## src/rtl/core_gpr_scb_if.sv

```systemverilog
// Decode/writeback register-access bundle shared by the GPR scoreboard and its requesters.
// Handshake: decode presents rs/rd fields every cycle and reads reg_rs_ready combinationally; dec_issue is valid&ready of decode, wbN_vld are single-cycle retire pulses with no back-pressure.
interface core_gpr_scb_if #(
    parameter int XLEN = 32
);
    logic            dec_rs1_vld;
    logic [4:0]      dec_rs1_idx;
    logic            dec_rs2_vld;
    logic [4:0]      dec_rs2_idx;
    logic            dec_rd_vld;
    logic [4:0]      dec_rd_idx;
    logic            dec_issue;
    logic            reg_rs_ready;
    logic [XLEN-1:0] rs1_data;
    logic [XLEN-1:0] rs2_data;
    logic            wb0_vld;
    logic [4:0]      wb0_idx;
    logic [XLEN-1:0] wb0_data;
    logic            wb1_vld;
    logic [4:0]      wb1_idx;
    logic [XLEN-1:0] wb1_data;
    logic [5:0]      scb_busy_cnt;
    logic            scb_err;

    modport master (
        output dec_rs1_vld, dec_rs1_idx, dec_rs2_vld, dec_rs2_idx,
        output dec_rd_vld, dec_rd_idx, dec_issue,
        output wb0_vld, wb0_idx, wb0_data, wb1_vld, wb1_idx, wb1_data,
        input  reg_rs_ready, rs1_data, rs2_data, scb_busy_cnt, scb_err
    );

    modport slave (
        input  dec_rs1_vld, dec_rs1_idx, dec_rs2_vld, dec_rs2_idx,
        input  dec_rd_vld, dec_rd_idx, dec_issue,
        input  wb0_vld, wb0_idx, wb0_data, wb1_vld, wb1_idx, wb1_data,
        output reg_rs_ready, rs1_data, rs2_data, scb_busy_cnt, scb_err
    );
endinterface

```

## src/rtl/core_gpr_scb.sv

```systemverilog
// 32-entry GPR file with a per-register busy scoreboard, combinational operand read
// with optional writeback forwarding, and two retire ports (EXU=wb0, LSU=wb1).
module core_gpr_scb #(
    parameter int XLEN   = 32,
    parameter bit BYPASS = 1'b1
) (
    input logic            clk,
    input logic            rstn,
    core_gpr_scb_if.slave  bus
);

    logic [XLEN-1:0] gpr_q [32];
    logic [31:0]     busy_q, busy_d;
    logic [5:0]      cnt_q, cnt_d;
    logic            err_q, err_d;

    logic [31:0] wr0_vec, wr1_vec, set_vec, clr_vec, eff_busy;
    logic        ready;
    logic        wb0_unexp, wb1_unexp, wb_clash, bad_issue;

    always_comb begin
        wr0_vec = '0;
        wr1_vec = '0;
        set_vec = '0;
        if (bus.wb0_vld && bus.wb0_idx != 5'd0) wr0_vec = 32'b1 << bus.wb0_idx;
        if (bus.wb1_vld && bus.wb1_idx != 5'd0) wr1_vec = 32'b1 << bus.wb1_idx;
        if (bus.dec_issue && bus.dec_rd_vld && bus.dec_rd_idx != 5'd0)
            set_vec = 32'b1 << bus.dec_rd_idx;
    end

    // Forwarding lets a register retiring this cycle count as free for decode.
    assign clr_vec  = BYPASS ? (wr0_vec | wr1_vec) : 32'b0;
    assign eff_busy = busy_q & ~clr_vec;

    assign ready = ~(bus.dec_rs1_vld & eff_busy[bus.dec_rs1_idx])
                 & ~(bus.dec_rs2_vld & eff_busy[bus.dec_rs2_idx])
                 & ~(bus.dec_rd_vld  & eff_busy[bus.dec_rd_idx]);

    function automatic logic [XLEN-1:0] read_port(input logic [4:0] idx);
        logic [XLEN-1:0] val;
        val = gpr_q[idx];
        if (BYPASS && bus.wb0_vld && bus.wb0_idx == idx) val = bus.wb0_data;
        if (BYPASS && bus.wb1_vld && bus.wb1_idx == idx) val = bus.wb1_data;
        if (idx == 5'd0) val = '0;
        return val;
    endfunction

    assign bus.rs1_data     = read_port(bus.dec_rs1_idx);
    assign bus.rs2_data     = read_port(bus.dec_rs2_idx);
    assign bus.reg_rs_ready = ready;
    assign bus.scb_busy_cnt = cnt_q;
    assign bus.scb_err      = err_q;

    // A retire is expected only if the register is busy or is being claimed this cycle.
    assign wb0_unexp = (wr0_vec != '0) && ((wr0_vec & (busy_q | set_vec)) == '0);
    assign wb1_unexp = (wr1_vec != '0) && ((wr1_vec & (busy_q | set_vec)) == '0);
    assign wb_clash  = bus.wb0_vld && bus.wb1_vld && (bus.wb0_idx == bus.wb1_idx);
    assign bad_issue = bus.dec_issue && !ready;

    always_comb begin
        busy_d = ((busy_q & ~(wr0_vec | wr1_vec)) | set_vec) & 32'hFFFF_FFFE;
        err_d  = err_q | wb0_unexp | wb1_unexp | wb_clash | bad_issue;
        cnt_d  = '0;
        for (int i = 0; i < 32; i++) cnt_d = cnt_d + 6'(busy_d[i]);
    end

    always_ff @(posedge clk or negedge rstn) begin
        if (!rstn) begin
            busy_q <= '0;
            cnt_q  <= '0;
            err_q  <= 1'b0;
        end else begin
            busy_q <= busy_d;
            cnt_q  <= cnt_d;
            err_q  <= err_d;
        end
    end

    // wb1 is applied last so it owns the register on a same-index collision.
    always_ff @(posedge clk or negedge rstn) begin
        if (!rstn) begin
            for (int i = 0; i < 32; i++) gpr_q[i] <= '0;
        end else begin
            if (wr0_vec != '0) gpr_q[bus.wb0_idx] <= bus.wb0_data;
            if (wr1_vec != '0) gpr_q[bus.wb1_idx] <= bus.wb1_data;
        end
    end

endmodule
```

## src/flat_wrapper.sv

```systemverilog
// flat-port wrapper written by rule: the top's interface ports become plain ports
module core_gpr_scb_flat 
#(
    parameter int XLEN   = 32,
    parameter bit BYPASS = 1'b1
)
  (clk, rstn, bus_dec_rs1_vld, bus_dec_rs1_idx, bus_dec_rs2_vld, bus_dec_rs2_idx, bus_dec_rd_vld, bus_dec_rd_idx, bus_dec_issue, bus_wb0_vld, bus_wb0_idx, bus_wb0_data, bus_wb1_vld, bus_wb1_idx, bus_wb1_data, bus_reg_rs_ready, bus_rs1_data, bus_rs2_data, bus_scb_busy_cnt, bus_scb_err);
  core_gpr_scb_if #(.XLEN(XLEN)) bus_i ();
  input logic clk;
  input logic rstn;
  input wire logic [$bits(bus_i.dec_rs1_vld)-1:0] bus_dec_rs1_vld;
  input wire logic [$bits(bus_i.dec_rs1_idx)-1:0] bus_dec_rs1_idx;
  input wire logic [$bits(bus_i.dec_rs2_vld)-1:0] bus_dec_rs2_vld;
  input wire logic [$bits(bus_i.dec_rs2_idx)-1:0] bus_dec_rs2_idx;
  input wire logic [$bits(bus_i.dec_rd_vld)-1:0] bus_dec_rd_vld;
  input wire logic [$bits(bus_i.dec_rd_idx)-1:0] bus_dec_rd_idx;
  input wire logic [$bits(bus_i.dec_issue)-1:0] bus_dec_issue;
  input wire logic [$bits(bus_i.wb0_vld)-1:0] bus_wb0_vld;
  input wire logic [$bits(bus_i.wb0_idx)-1:0] bus_wb0_idx;
  input wire logic [$bits(bus_i.wb0_data)-1:0] bus_wb0_data;
  input wire logic [$bits(bus_i.wb1_vld)-1:0] bus_wb1_vld;
  input wire logic [$bits(bus_i.wb1_idx)-1:0] bus_wb1_idx;
  input wire logic [$bits(bus_i.wb1_data)-1:0] bus_wb1_data;
  output wire logic [$bits(bus_i.reg_rs_ready)-1:0] bus_reg_rs_ready;
  output wire logic [$bits(bus_i.rs1_data)-1:0] bus_rs1_data;
  output wire logic [$bits(bus_i.rs2_data)-1:0] bus_rs2_data;
  output wire logic [$bits(bus_i.scb_busy_cnt)-1:0] bus_scb_busy_cnt;
  output wire logic [$bits(bus_i.scb_err)-1:0] bus_scb_err;
  assign bus_i.dec_rs1_vld = bus_dec_rs1_vld;
  assign bus_i.dec_rs1_idx = bus_dec_rs1_idx;
  assign bus_i.dec_rs2_vld = bus_dec_rs2_vld;
  assign bus_i.dec_rs2_idx = bus_dec_rs2_idx;
  assign bus_i.dec_rd_vld = bus_dec_rd_vld;
  assign bus_i.dec_rd_idx = bus_dec_rd_idx;
  assign bus_i.dec_issue = bus_dec_issue;
  assign bus_i.wb0_vld = bus_wb0_vld;
  assign bus_i.wb0_idx = bus_wb0_idx;
  assign bus_i.wb0_data = bus_wb0_data;
  assign bus_i.wb1_vld = bus_wb1_vld;
  assign bus_i.wb1_idx = bus_wb1_idx;
  assign bus_i.wb1_data = bus_wb1_data;
  assign bus_reg_rs_ready = bus_i.reg_rs_ready;
  assign bus_rs1_data = bus_i.rs1_data;
  assign bus_rs2_data = bus_i.rs2_data;
  assign bus_scb_busy_cnt = bus_i.scb_busy_cnt;
  assign bus_scb_err = bus_i.scb_err;
  core_gpr_scb #(.XLEN(XLEN), .BYPASS(BYPASS)) u_core (.clk(clk), .rstn(rstn), .bus(bus_i));
endmodule
```

## config.mk

```make
export PLATFORM = sky130hd
export DESIGN_NAME = core_gpr_scb_flat
export DESIGN_NICKNAME = d
export VERILOG_FILES = /design/src/rtl/core_gpr_scb_if.sv /design/src/rtl/core_gpr_scb.sv /design/src/flat_wrapper.sv
export SDC_FILE = /design/constraint.sdc
export NUM_CORES = 2
export LEC_CHECK = 0
export CAP_MARGIN = 20
export CORE_ASPECT_RATIO = 1.4
export CORE_MARGIN = 8
export CORE_UTILIZATION = 62
export CTS_CLUSTER_DIAMETER = 120
export CTS_CLUSTER_SIZE = 10
export DETAILED_ROUTE_END_ITERATION = 7
export GPL_TIMING_DRIVEN = 1
export MAX_ROUTING_LAYER = met4
export PLACE_DENSITY = 0.8
export SYNTH_ARGS = -nofsm -noshare
export SYNTH_HDL_FRONTEND = slang
export SYNTH_SLANG_ARGS = --single-unit
```

## constraint.sdc

```tcl
create_clock -name clk -period 6.16 [get_ports clk]
set_input_delay 0.616 -clock clk [delete_from_list [all_inputs] [get_ports clk]]
set_output_delay 0.616 -clock clk [all_outputs]
set_load 0.02 [all_outputs]
```

==> flow_summary_export.csv <==
group,metric,value,unit
synth,yosys_warnings,0,
layout,fin_area,75800,um2
die,io_pins,169,
worst_setup_path,worst-setup-path-type,"in -> reg",
drt,ant_nets,0,
synth,syn_avg_cell_area,10.5,um2
worst_setup_path,slowest_stage,"or4b_1",
layout,clock_area_share,3.99,%
status,failed_checks,"design-rule violations",
run,tool_warnings,45,
layout,final_cell_mix,"dfrtp_1, mux2i_1, nand2_1",
final_timing,fin_hold_ws,391,ps
placed_design,portBuffers,168,
placed_design,dpl.cell_count,7709,
status,status,"finished with violations",
drt,wl_met1,84600,um
synth,topCellsByArea,"dfrtp_1, mux4_2, mux2i_1, nand2_1, o21ai_0",
synth,netlist_instances,6573,
layout,logic_area,39000,um2
clocking,hold_buffers,1,
worst_setup_path,worstSetupPathDepth,23,
synth,synthFlopType,"dfrtp_1",
clocking,cts_buffers,116,
placed_design,placed_area,72500,um2
drt,post-route-drc-count,30,
synth,yosys_cells,6573,
layout,syn2layout_area_growth,10.2,%
power_and_ir_drop,cellPowerDensity,325,nW/um2
final_timing,tightest_slew,1250,ps
worst_setup_path,startpoint,"bus_wb1_idx[3]",
power_and_ir_drop,p_leak,32.1,nW
synth,muxShareOfSynthArea,34.4,%
power_and_ir_drop,p_comb,8.10,mW
worst_setup_path,cp-end-kind,"register",
synth,yosys_area,68800,um2
worst_setup_path,reg2reg_to,"u_core.bus.scb_busy_cnt[4]",
worst_setup_path,cp_max_fo,3,
synth,syn-num-nets,6702,
die,rows,144,
drt,via_per_inst,7.54,
Met4 routing:
Bar = 100 um.
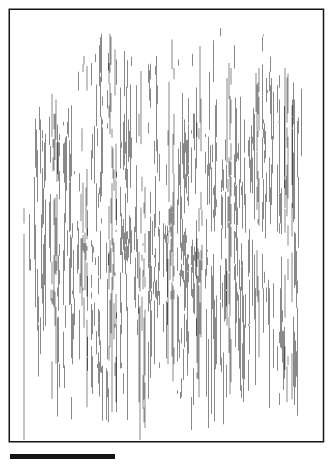
The layer carries 22.6 mm of wire. 290 nets have wire on it. The layer holds 8.7% of the routed length.

Placed standard cells:
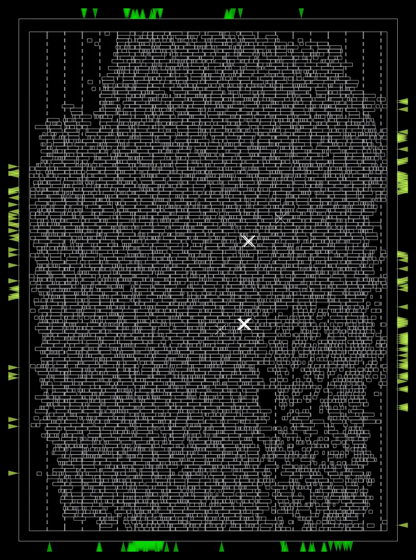
Finished Layout Cells: 7851
flip-flops: 1062
flop share of the area: 35.1%
core area: 110000 um2
n_taps: 1460

Signal wires by layer:
Bar = 100 um.
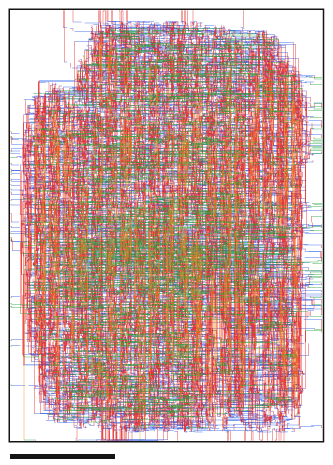
Key: green = M3 [wire length 38.0 mm]; red = M2 [wire length 114 mm]; blue = M1 [wire length 84.6 mm]; orange = M4 [wire length 22.6 mm]

Placement by cell class:
Bar = 100 um. Fill, decap, tap and diode cells in grey.
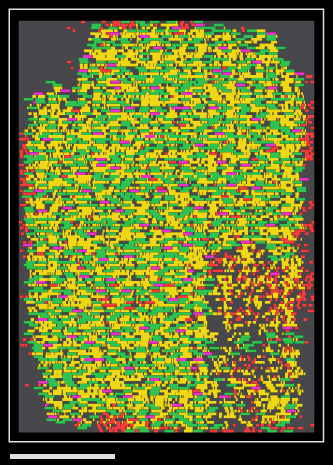
Key: red = remaining buffers and delay cells [cells 531, share of their area 6.9%]; green = registers [cells 1062, share of their area 36%]; yellow = remaining logic cells [cells 4665, share of their area 53%]; magenta = clock drivers and dummy loads [cells 124, share of their area 4.1%]

